**src/rtl/ninja_pkg.sv**
```systemverilog
// Shared types and constants for the NinjaReflex round sequencer.
package ninja_pkg;

    typedef enum logic [2:0] {
        ST_IDLE   = 3'd0,
        ST_ARMED  = 3'd1,
        ST_PROMPT = 3'd2,
        ST_RESULT = 3'd3,
        ST_OVER   = 3'd4
    } state_t;

    localparam logic [7:0] LFSR_SEED     = 8'h5A;
    // Fibonacci taps 8,6,5,4 expressed as a bit mask of the 8-bit register
    localparam logic [7:0] LFSR_TAPS     = 8'b1011_1000;
    localparam logic [2:0] MAX_WRONG_DEF = 3'd5;

    function automatic logic [7:0] lfsr_next(input logic [7:0] x);
        return {x[6:0], ^(x & LFSR_TAPS)};
    endfunction

endpackage

```
**src/rtl/tick_gen.sv**
```systemverilog
// Game-tick prescaler: counts 0..TICK_DIV-1 and pulses tick on the wrap; clr restarts the count.
module tick_gen #(
    parameter int unsigned TICK_DIV = 50000
) (
    input  logic clk,
    input  logic rst,
    input  logic clr,
    output logic tick
);

    localparam int W = (TICK_DIV > 1) ? $clog2(TICK_DIV) : 1;

    logic [W-1:0] cnt_q;

    assign tick = (cnt_q == W'(TICK_DIV - 1));

    always_ff @(posedge clk) begin
        if (rst || clr) begin
            cnt_q <= '0;
        end else if (tick) begin
            cnt_q <= '0;
        end else begin
            cnt_q <= cnt_q + W'(1);
        end
    end

endmodule

```
**src/rtl/reflex_round_ctrl.sv**
```systemverilog
// NinjaReflex round sequencer: random arm delay, prompt, reaction window, hit/miss scoring.
// Optional EARLY_PRESS_PENALTY_EN: a press while ARMED is scored as a miss.
module reflex_round_ctrl
    import ninja_pkg::*;
#(
    parameter int unsigned TICK_DIV     = 50000,
    parameter int unsigned DELAY_MIN    = 500,
    parameter int unsigned DELAY_SPAN   = 1024,
    parameter int unsigned WINDOW       = 400,
    parameter int unsigned RESULT_TICKS = 1000,
    parameter logic [2:0]  MAX_WRONG    = MAX_WRONG_DEF
) (
    input  logic       clk,
    input  logic       rst,
    input  logic       switch,
    input  logic       btn,
    output logic       start,
    output logic       prompt,
    output logic       hit,
    output logic       miss,
    output logic [2:0] wrong_time,
    output logic [7:0] score,
    output logic [7:0] react_ticks,
    output logic       game_over
);

    localparam int         CW        = 16;
    localparam logic [7:0] SPAN_MASK = 8'(DELAY_SPAN - 1);

    state_t          state_q, state_d;
    logic            btn_q;
    logic [7:0]      lfsr_q;
    logic [CW-1:0]   delay_q;
    logic [CW-1:0]   tick_cnt_q;
    logic            tick;
    logic            press;
    logic            entry;
    logic            hit_d, miss_d;
    logic            start_q, prompt_q, hit_q, miss_q, over_q;
    logic [2:0]      wrong_q;
    logic [7:0]      score_q, react_q;

    assign press = btn & ~btn_q;
    assign entry = (state_d != state_q);

    tick_gen #(.TICK_DIV(TICK_DIV)) u_tick_gen (
        .clk  (clk),
        .rst  (rst),
        .clr  (entry),
        .tick (tick)
    );

    always_comb begin
        state_d = state_q;
        hit_d   = 1'b0;
        miss_d  = 1'b0;
        unique case (state_q)
            ST_IDLE: begin
                if (switch) state_d = ST_ARMED;
            end
            ST_ARMED: begin
                if (!switch) begin
                    state_d = ST_IDLE;
`ifdef EARLY_PRESS_PENALTY_EN
                // RESULT decides between re-arming and OVER once the miss is counted
                end else if (press) begin
                    miss_d  = 1'b1;
                    state_d = ST_RESULT;
`endif
                end else if (tick_cnt_q == delay_q) begin
                    state_d = ST_PROMPT;
                end
            end
            ST_PROMPT: begin
                if (!switch) begin
                    state_d = ST_IDLE;
                end else if (press) begin
                    hit_d   = 1'b1;
                    state_d = ST_RESULT;
                end else if (tick_cnt_q == CW'(WINDOW)) begin
                    miss_d  = 1'b1;
                    state_d = ST_RESULT;
                end
            end
            ST_RESULT: begin
                if (!switch) begin
                    state_d = ST_IDLE;
                end else if (tick_cnt_q == CW'(RESULT_TICKS)) begin
                    state_d = (wrong_q == MAX_WRONG) ? ST_OVER : ST_ARMED;
                end
            end
            ST_OVER: begin
                if (!switch) state_d = ST_IDLE;
            end
            default: state_d = ST_IDLE;
        endcase
    end

    always_ff @(posedge clk) begin
        if (rst) begin
            state_q    <= ST_IDLE;
            btn_q      <= 1'b0;
            lfsr_q     <= LFSR_SEED;
            delay_q    <= '0;
            tick_cnt_q <= '0;
            start_q    <= 1'b0;
            prompt_q   <= 1'b0;
            hit_q      <= 1'b0;
            miss_q     <= 1'b0;
            over_q     <= 1'b0;
            wrong_q    <= '0;
            score_q    <= '0;
            react_q    <= '0;
        end else begin
            state_q <= state_d;
            btn_q   <= btn;
            lfsr_q  <= lfsr_next(lfsr_q);

            if (entry) begin
                tick_cnt_q <= '0;
            end else if (tick && (tick_cnt_q != '1)) begin
                tick_cnt_q <= tick_cnt_q + CW'(1);
            end

            if (entry && (state_d == ST_ARMED)) begin
                delay_q <= CW'(DELAY_MIN) + CW'(lfsr_q & SPAN_MASK);
            end

            if ((state_q == ST_IDLE) && (state_d == ST_ARMED)) begin
                wrong_q <= '0;
                score_q <= '0;
                react_q <= '0;
            end

            if (hit_d) begin
                if (score_q != 8'hFF) score_q <= score_q + 8'd1;
                react_q <= (|tick_cnt_q[CW-1:8]) ? 8'hFF : tick_cnt_q[7:0];
            end

            if (miss_d && (wrong_q != MAX_WRONG)) begin
                wrong_q <= wrong_q + 3'd1;
            end

            start_q  <= entry && (state_d == ST_PROMPT);
            prompt_q <= (state_d == ST_PROMPT);
            hit_q    <= hit_d;
            miss_q   <= miss_d;
            over_q   <= (state_d == ST_OVER);
        end
    end

    assign start       = start_q;
    assign prompt      = prompt_q;
    assign hit         = hit_q;
    assign miss        = miss_q;
    assign wrong_time  = wrong_q;
    assign score       = score_q;
    assign react_ticks = react_q;
    assign game_over   = over_q;

endmodule

```
**config.mk**
```make
export PLATFORM = sky130hd
export DESIGN_NAME = reflex_round_ctrl
export DESIGN_NICKNAME = d
export VERILOG_FILES = /design/src/rtl/ninja_pkg.sv /design/src/rtl/tick_gen.sv /design/src/rtl/reflex_round_ctrl.sv
export SDC_FILE = /design/constraint.sdc
export NUM_CORES = 1
export LEC_CHECK = 0
export CAP_MARGIN = 20
export CORE_MARGIN = 4
export CORE_UTILIZATION = 55
export DETAILED_ROUTE_END_ITERATION = 12
export DONT_BUFFER_PORTS = 1
export HOLD_SLACK_MARGIN = 0.05
export PLACE_DENSITY = 0.67
export SYNTH_ARGS = -nofsm -noshare
export SYNTH_HDL_FRONTEND = slang
export SYNTH_SLANG_ARGS = --single-unit
```
**constraint.sdc**
```tcl
create_clock -name clk -period 3 [get_ports clk]
set_input_delay 0.75 -clock clk [delete_from_list [all_inputs] [get_ports clk]]
set_output_delay 0.75 -clock clk [all_outputs]
set_load 0.03 [all_outputs]
```
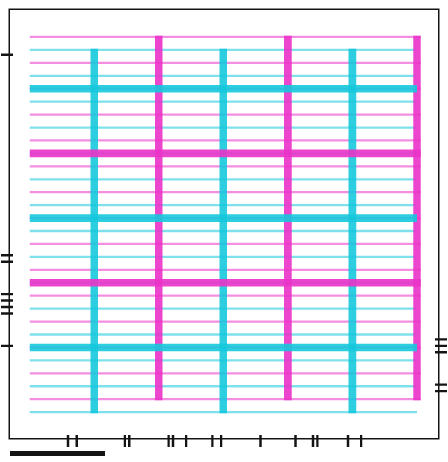
pdn.png
Scale bar: 20 um. Pins as bars on the die edge.
- magenta: VDD
- cyan: VSS
- signal pins: 28
- met1 rails: 30
- rows: 29
standard cell core area: 6420 sq um
height of the chip: 90.0 um
worst voltage drop across the vdd grid: 0.000354 V
die extent in x: 90.0 um

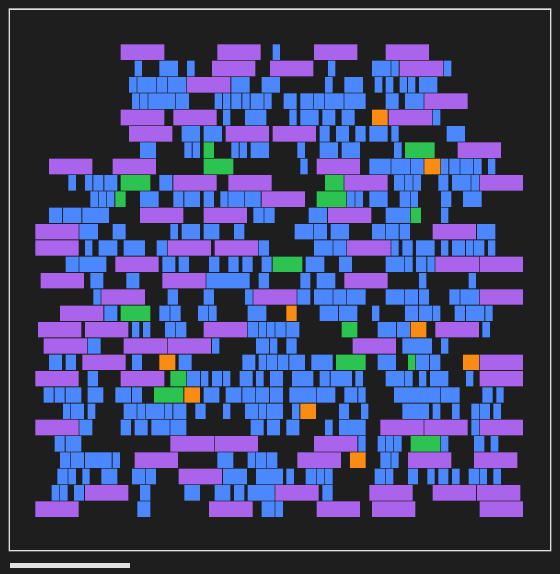
cell_classes.png
Scale bar: 20 um.
- green: clock drivers and dummy loads (cells 16; share of their area 4.4%)
- orange: other buffers and delay cells (cells 9; share of their area 1.7%)
- blue: all other logic (cells 339; share of their area 53%)
- purple: flip-flops (cells 78; share of their area 41%)

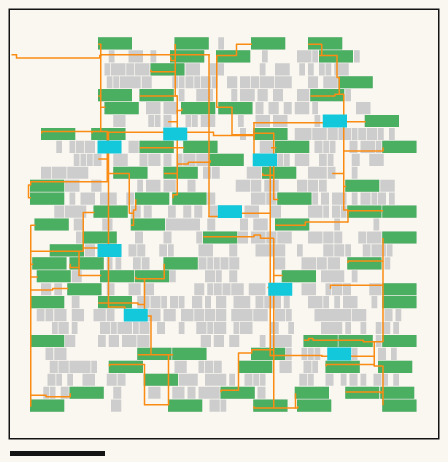
clock_map.png
Scale bar: 20 um.
- green: flip-flops (count 78)
- orange: clock wires (length 919 um)
- cyan: cells driving clock nets (count 9)
- routed clock nets: 10

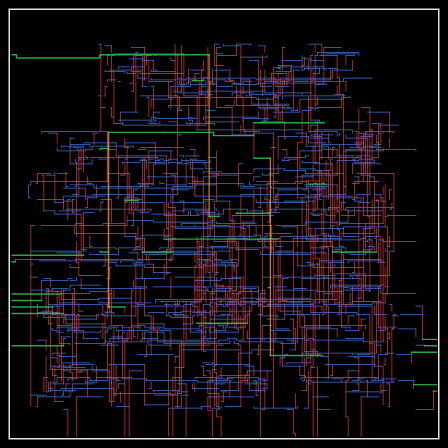
metal_stack.png
- orange: met4 (wire length 112 um)
- blue: met1 (wire length 3680 um)
- green: met3 (wire length 257 um)
- red: met2 (wire length 3190 um)
DR vias: 2928
post-DR wirelength/cell: 13.9 um
routed wire length: 7240 um
overall fraction of global-route tracks in use: 0.189

metal layers:
layer  vias to the layer above  GRT usage  share of wire
li1                       1505          -              -
met4                         0     0.0689          0.015
met3                        10     0.0484          0.035
met1                      1373      0.261           0.51
met5                         -          0              0
met2                        40      0.286           0.44
registers in the layout, summed over array words and instances (netlist names):
name / flops
btn_q: 1
delay_q: 10
game_over: 1
hit: 1
lfsr_q: 8
miss: 1
prompt: 1
react_ticks: 8
score: 8
start: 1
state_q: 3
tick_cnt_q: 16
u_tick_gen.cnt_q: 16
wrong_time: 3
area by class of cell:
cell class / count / share of cell area
Multi-Input combinational cell: 328 / 0.506
Sequential cell: 78 / 0.399
Clock buffer: 10 / 0.0326
Tap cell: 77 / 0.0246
Timing Repair Buffer: 9 / 0.0166
Inverter: 11 / 0.0106
Clock inverter: 6 / 0.00992
path summary, 6_finish.rpt:
check	endpoint
max reg2reg	delay_q[5]$_SDFFE_PP0P_
min reg2reg	lfsr_q[1]$_SDFF_PP1_
min	lfsr_q[1]$_SDFF_PP1_
max	delay_q[5]$_SDFFE_PP0P_
stage by stage:
step	utilization	hold WS (ns)	instances	worst slack, ns	instance area, sq um
finish	0.609	0.462	519	0.429	3910
global route	0.609	0.447	519	0.273	3910
CTS	0.608	0.441	518	0.178	3910
detailed placement	0.582	0.440	502	0.178	3740
global placement	0.582	0.436	502	0.212	3740
floorplan	-	0.417	443	0.760	3700
where the power goes:
part	leakage [uW]	switching, uW	internal, uW
Clock	0.0000820	373	297
Sequential	0.000633	23.7	1060
Combinational	0.000670	79.8	57.6
cell families after synthesis:
family | count (synthesis)
and+or+nand+nor | 212
DFF | 78
AOI/OAI and AO/OA | 63
xor gates and xnor gates | 42
buffers and inverters | 37
adders and majority gates | 8
muxes | 3
==> qor.log <==
[outcome] outcome completed
[worst_setup_path] CP Data Required Time 3.26 ns
[worst_setup_path] Crit path arrival time 2.83 ns
[global_routing] total gr overflow 0
[synthesis] Synth Area in XOR/XNOR 0.0995
[clock_tree] TritonCTS sink count 78
[clock_tree] number of gates given a new drive strength after cts 0
[sta] remaining max-slew budget at the tightest pin 0.535
[synthesis] area share of fa/ha/maj cells after synthesis 0.0271
[die] number of I/O pins 28
[sta] Fin. Hold Viols 0
[finish] sequential cell area in the final layout 1560 sq um
[power_and_ir_drop] total power 1890 uW
[die] Initial Util 0.576
[synthesis] Warnings, synthesis 0
[synthesis] Yosys Instances 443
[worst_hold_path] Hold Path Depth 1
[clock_tree] Setup Fix Bufs, Post-CTS 0
[synthesis] summed standard-cell area reported by yosys 3700 sq um
[sta] final count of negative-setup-slack endpoints 0
[clock_tree] CTS Buf Count 9
[synthesis] async set or reset register ratio after synthesis 0
[route] post-DR vias/cell 5.64
[synthesis] share of synthesized cell area in and, or, nand and nor gates 0.301
[job] number of warnings in the stage logs 28
[sta] Least-Margin Pin Slew 0.697 ns
[clock_tree] clock tree from TritonCTS done
[worst_setup_path] total buffers and inverters traversed by the critical path 1
[synthesis] Unique masters post-synth 44
[synthesis] average footprint of a synthesized cell 8.35 sq um
[worst_setup_path] cell family contributing the most delay on the critical path simple AND/OR/NAND/NOR gates
[synthesis] register bit count reported by yosys 78
[global_routing] number of antenna violations at the first check in global routing 0
[finish] combinational gate area 1980 sq um
[die] row count 29
[finish] total of fill cells in the finished design 573
[route] router iterations before antenna repair 4
[finish] post-synthesis to final-layout area growth 5.75%
[synthesis] Largest type area fraction 0.422
[synthesis] dominant non-sequential cell family after synthesis simple AND/OR/NAND/NOR gates
[global_routing] via count of the first global-routing pass 2712
[worst_setup_path] cell-by-cell listing of the critical path or4_4, nor4_4, nor3_1, nor3_1, buf_2, a21oi_1, a311oi_1
[clock_tree] CTS H-tree depth 3
[clock_tree] maximum count of clock buffers along a single path 2
[finish] Total Nets Final 449
[global_routing] wire length of the first global-routing pass 12700 um
No activity file was given, so power comes from the tool's default toggle rates.
